--- config.mk ---
export PLATFORM = sky130hd
export DESIGN_NAME = mem_ctl_mem_resp
export DESIGN_NICKNAME = d
export VERILOG_FILES = /design/src/rtl/mem_ctl_mem_resp.sv
export SDC_FILE = /design/constraint.sdc
export NUM_CORES = 1
export LEC_CHECK = 0
export ABC_AREA = 1
export CAP_MARGIN = 5
export CORE_MARGIN = 3
export CORE_UTILIZATION = 50
export DETAILED_ROUTE_END_ITERATION = 10
export PLACE_DENSITY = 0.72
export SYNTH_ARGS = -nofsm -noshare
export SYNTH_HDL_FRONTEND = slang
export SYNTH_SLANG_ARGS = --single-unit
--- constraint.sdc ---
create_clock -name clk -period 2.9 [get_ports clk]
set_input_delay 0.87 -clock clk [delete_from_list [all_inputs] [get_ports clk]]
set_output_delay 0.87 -clock clk [all_outputs]
set_load 0.02 [all_outputs]
--- src/rtl/mem_ctl_mem_resp.sv ---
// Memory-side responder: captures a level request, performs the access into a
// register array after LATENCY cycles and answers with a four-phase mem_done.
module mem_ctl_mem_resp #(
    parameter int ADDR_W  = 4,
    parameter int DATA_W  = 8,
    parameter int LATENCY = 2
) (
    input  logic              clk,
    input  logic              rst_n,
    input  logic              mem_write,
    input  logic              mem_read,
    input  logic [ADDR_W-1:0] mem_addr,
    input  logic [DATA_W-1:0] mem_wdata,
    output logic [DATA_W-1:0] mem_rdata,
    output logic              mem_done,
    output logic              mem_err
);

    localparam int DEPTH = 2 ** ADDR_W;
    localparam logic [3:0] LAT = 4'(LATENCY);

    localparam logic [1:0] IDLE = 2'd0;
    localparam logic [1:0] BUSY = 2'd1;
    localparam logic [1:0] DONE = 2'd2;

    logic [1:0]        state;
    logic              op_wr;
    logic [ADDR_W-1:0] addr_q;
    logic [DATA_W-1:0] wdata_q;
    logic [3:0]        cnt;
    logic [DATA_W-1:0] mem [DEPTH];
    logic              req_held;

    // Only the captured op's line matters once an access is in flight.
    assign req_held = op_wr ? mem_write : mem_read;

    always_ff @(posedge clk or negedge rst_n) begin
        if (!rst_n) begin
            state     <= IDLE;
            op_wr     <= 1'b0;
            addr_q    <= '0;
            wdata_q   <= '0;
            cnt       <= '0;
            mem_rdata <= '0;
            mem_done  <= 1'b0;
            mem_err   <= 1'b0;
            for (int i = 0; i < DEPTH; i++) begin
                mem[i] <= '0;
            end
        end else begin
            case (state)
                IDLE: begin
                    mem_err <= mem_write & mem_read;
                    if (mem_write ^ mem_read) begin
                        op_wr   <= mem_write;
                        addr_q  <= mem_addr;
                        wdata_q <= mem_wdata;
                        cnt     <= LAT;
                        state   <= BUSY;
                    end
                end
                BUSY: begin
                    mem_err <= 1'b0;
                    // A dropped request aborts even on what would be the completion edge.
                    if (!req_held) begin
                        state <= IDLE;
                    end else if (cnt == 4'd1) begin
                        if (op_wr) begin
                            mem[addr_q] <= wdata_q;
                        end else begin
                            mem_rdata <= mem[addr_q];
                        end
                        cnt      <= '0;
                        mem_done <= 1'b1;
                        state    <= DONE;
                    end else begin
                        cnt <= cnt - 4'd1;
                    end
                end
                DONE: begin
                    mem_err <= 1'b0;
                    if (!req_held) begin
                        mem_done <= 1'b0;
                        state    <= IDLE;
                    end
                end
                default: begin
                    mem_err  <= 1'b0;
                    mem_done <= 1'b0;
                    state    <= IDLE;
                end
            endcase
        end
    end

endmodule
run_1/sizing.png
Bar = 50 um.
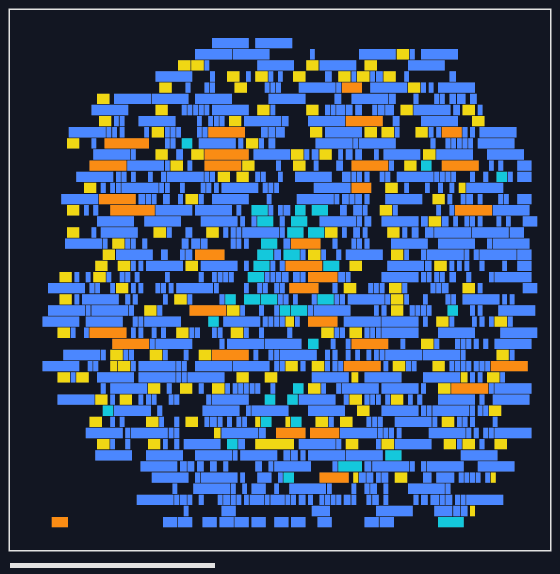
x2: shown in yellow, cells 133, share 14%, most used o21ai_2. x3 and x4: shown in cyan, cells 36, share 3.9%, most used buf_4. x6 and larger: shown in orange, cells 32, share 3.4%, most used clkbuf_16. x1 and smaller: shown in blue, cells 733, share 78%, most used nand2_1.

run_1/pinout.png
Pins as bars across the die edge, other pins in grey.
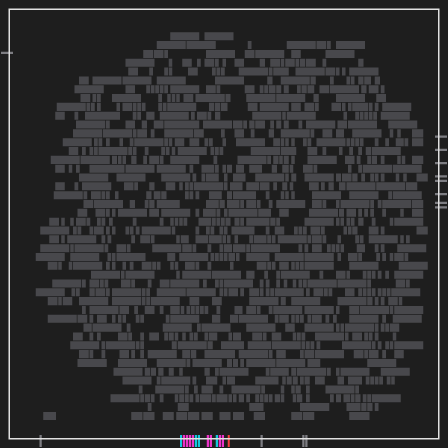
mem_addr: shown in cyan, pins 4, direction input, edge south. mem_wdata: shown in magenta, pins 8, direction input, edge south. mem_write: shown in red, pins 1, direction input, edge south.

run_1/m4.png
Bar = 50 um.
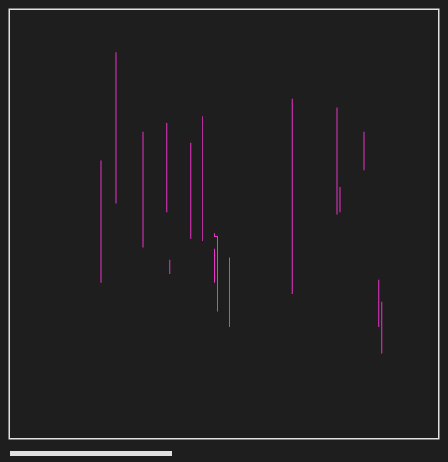
The layer carries 415 um of wire. The layer holds 2.3% of the routed length. 12 nets have wire on it.

==> run_results.csv, run 1 <==
group,metric,value,unit
status,status,"completed",
pwr,clockPowerShare,0.321,
routing,wl_per_cell,15.7,um
pwr,p_sw_frac,0.383,
logic_synthesis,ys_sh_simple,0.291,
global_routing,busiest_layer,"met2",
worst_setup_path,cp_num_cells,1,
final_layout,lay_top_count,"nand2_1",
final_layout,logic_gates,677,
clock_tree,cts_tree,"built",
worst_setup_path,r2r-end,"mem[81]",
routing,dr.pass1.iters,5,
worst_setup_path,worstPathArrival,1.38,ns
logic_synthesis,synth_top_area_share,0.496,
final_layout,seqCellArea,3930,um^2
flow_run,warnings,27,
worst_setup_path,critPathTopFamily,"buffers and inverters",
pwr,pg_clk,2.25,mW
worst_setup_path,reg2reg_slack,0.78,ns
final_timing,min_period,2.25,ns
global_routing,grt_use_met3,0.0489,
final_layout,clock_buffer_count,23,
logic_synthesis,synthArstFlopShare,1.00,
final_timing,slew_violations,0,
final_layout,fin_area,8840,um^2
final_layout,final_cell_mix,"nand2_1 (418), dfrtp_1 (156), o21ai_2 (121)",
pwr,combinationalPower,2.21,mW
floorplan,die_height,132,um
final_layout,nNonClkBuffers,44,
global_routing,use_met2,0.338,
final_timing,finalCritPeriodShare,0.776,
global_routing,grt_usage,0.216,
clock_tree,clock_sinks,157,
place,hpwl,11.3,mm
global_routing,grt_pass1_vias,5773,
routing,drcViolationCount,0,
global_routing,overflow,0,
pwr,finalPower,7.02,mW
worst_setup_path,crit_type,"flop to primary output",
final_layout,clk_share,0.0671,
logic_synthesis,syn_inst,913,
logic_synthesis,aoi_share,0.152,
routing,vias_per_cell,5.23,
floorplan,rows,45,
worst_setup_path,cp-startpoint,"mem_err",
worst_setup_path,path_cells,"clkdlybuf4s50_1",
pwr,power.internal,4.33,mW
final_timing,worst_slack,0.650,ns
final_timing,worstMarginPinSlew,0.944,ns
logic_synthesis,synthAdderAreaFrac,0.00474,
final_layout,largest_register_ffs,128,
final_layout,drive_above_1_share,0.215,
final_layout,top_register,"mem",
clock_tree,cts-root-buf,"clkbuf_16",
routing,drt_iter0_markers,597,
final_layout,final_nets,941,
final_timing,hold_slack,0.354,ns
global_routing,grt_pass1_wl,30.0,mm
clock_tree,clk_latency,0.43,ns
worst_setup_path,reg2reg_depth,6,
global_routing,grt_max_degree,67,
pwr,power_density,794,nW/um^2
worst_setup_path,end_kind,"primary output",
pwr,vdd_drop_max,489,uV
clock_tree,ctsHoldBuffers,0,
final_layout,reg_top3,"mem x128, mem_rdata x8, wdata_q x8",
logic_synthesis,area_leaders,"dfrtp_1 (50%), nand2_1 (20%), o21ai_2 (13%)",
flow_run,cap_violations,0,
worst_setup_path,crit_required,2.03,ns
run_1/clock_nets.png
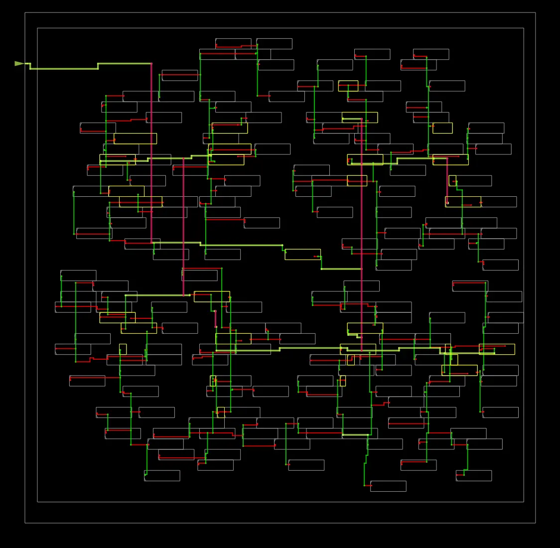

## Run 2: what changed since run 1
--- a/config.mk
+++ b/config.mk
@@ -10,7 +10,7 @@
 export CORE_MARGIN = 3
 export CORE_UTILIZATION = 50
 export DETAILED_ROUTE_END_ITERATION = 10
-export PLACE_DENSITY = 0.72
+export PLACE_DENSITY = 0.75
 export SYNTH_ARGS = -nofsm -noshare
 export SYNTH_HDL_FRONTEND = slang
 export SYNTH_SLANG_ARGS = --single-unit
==> constraint.sdc (replaced) <==
create_clock -name clk -period 1.9 [get_ports clk]
set_input_delay 0.57 -clock clk [delete_from_list [all_inputs] [get_ports clk]]
set_output_delay 0.57 -clock clk [all_outputs]
set_load 0.02 [all_outputs]
run_2/clock_nets.png
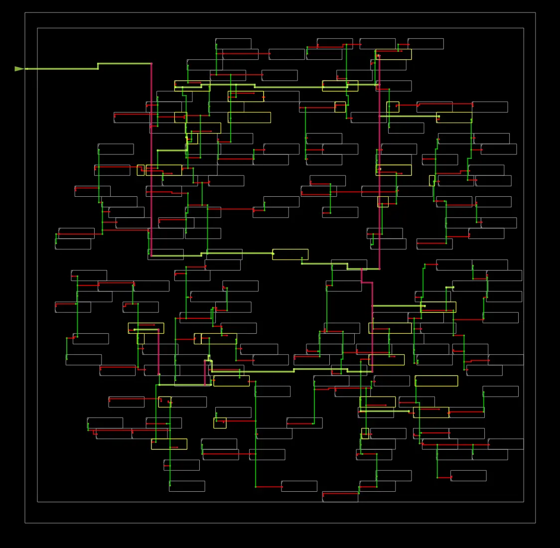
seq_cells: 157
clk_lat worst skew: 0.43 ns
CLK BUF: 18

run_2/m4.png
Bar = 50 um.
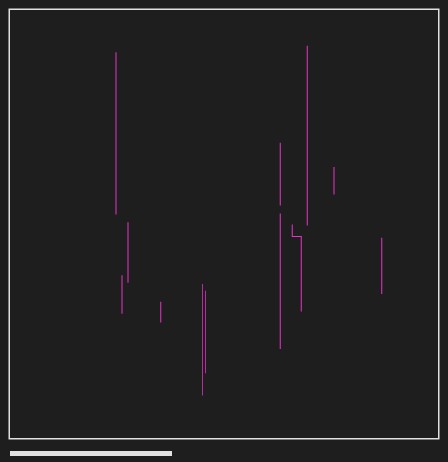
The wires run mostly vertical. The layer holds 1.7% of the routed length. The longest straight run is 55.1 um. The layer carries 315 um of wire.

==> run 2 against run 1 <==
Hold slack gained 0.13 ns. Die size is the same. Critical path depth grew 8. Sequential share of layout area shrank 1.0 points. Combinational power grew 65%. First-iteration DRC count grew 2.0%. Cell area grew 2.4%. Power grew 57%. Worst setup slack lost 0.57 ns. Sequential power grew 53%. Critical path type is now flop to flop.
==> run_results.csv, run 2 <==
group,metric,value,unit
status,status,"completed",
worst_setup_path,critPathTopFamily,"simple AND/OR/NAND/NOR gates",
routing,drcViolationCount,0,
global_routing,overflow,0,
logic_synthesis,area_leaders,"dfrtp_1 (50%), nand2_1 (20%), o21ai_2 (13%)",
routing,top_layer,"met4",
worst_setup_path,cp_num_cells,9,
pwr,p_sw_frac,0.388,
final_timing,worst_slack,0.0798,ns
pwr,pg_clk,3.45,mW
logic_synthesis,synth_top_area_share,0.496,
global_routing,use_met2,0.345,
floorplan,rows,45,
pwr,power_density,1220,nW/um^2
routing,dr.pass1.iters,5,
final_layout,nNonClkBuffers,62,
global_routing,grt_use_met3,0.0511,
clock_tree,cts-root-buf,"clkbuf_16",
worst_setup_path,cp_common_cell,"nor2_8",
global_routing,grt_pass1_wl,30.6,mm
worst_setup_path,path_cells,"inv_1, ha_1, nand3_4, nor2_8, nand2_8, nor2_8, nand2_4, nand2_1, o21ai_2",
worst_setup_path,reg2reg_depth,9,
logic_synthesis,ys_sh_simple,0.291,
clock_tree,clock_sinks,157,
final_layout,reg_top3,"mem x128, mem_rdata x8, wdata_q x8",
final_timing,hold_slack,0.480,ns
logic_synthesis,synthAdderAreaFrac,0.00474,
logic_synthesis,syn_inst,913,
pwr,finalPower,11.0,mW
global_routing,grt_usage,0.219,
floorplan,die_height,132,um
floorplan,die_area,17400,um^2
final_layout,drive_above_1_share,0.232,
worst_setup_path,worstPathArrival,2.12,ns
routing,vias_per_cell,5.20,
place,hpwl,11.7,mm
pwr,combinationalPower,3.65,mW
logic_synthesis,aoi_share,0.152,
pwr,power.internal,6.74,mW
final_timing,min_period,1.82,ns
final_layout,final_cell_mix,"nand2_1 (418), dfrtp_1 (156), o21ai_2 (121)",
clock_tree,ctsHoldBuffers,1,
pwr,vdd_drop_max,996,uV
worst_setup_path,cp-startpoint,"cnt[1]",
worst_setup_path,r2r-end,"mem[52]",
final_timing,slew_violations,0,
flow_run,warnings,28,
routing,drt_iter0_markers,609,
final_layout,top_register,"mem",
worst_setup_path,reg2reg_slack,0.08,ns
final_layout,final_nets,959,
final_layout,clk_share,0.0660,
routing,wl_per_cell,15.5,um
final_layout,logic_gates,677,
global_routing,busiest_layer,"met2",
global_routing,grt_max_degree,67,
clock_tree,cts_tree,"built",
worst_setup_path,crit_type,"flop to flop",
final_layout,largest_register_ffs,128,
final_layout,fin_area,9050,um^2
Power is estimated from default activity; no workload was simulated.
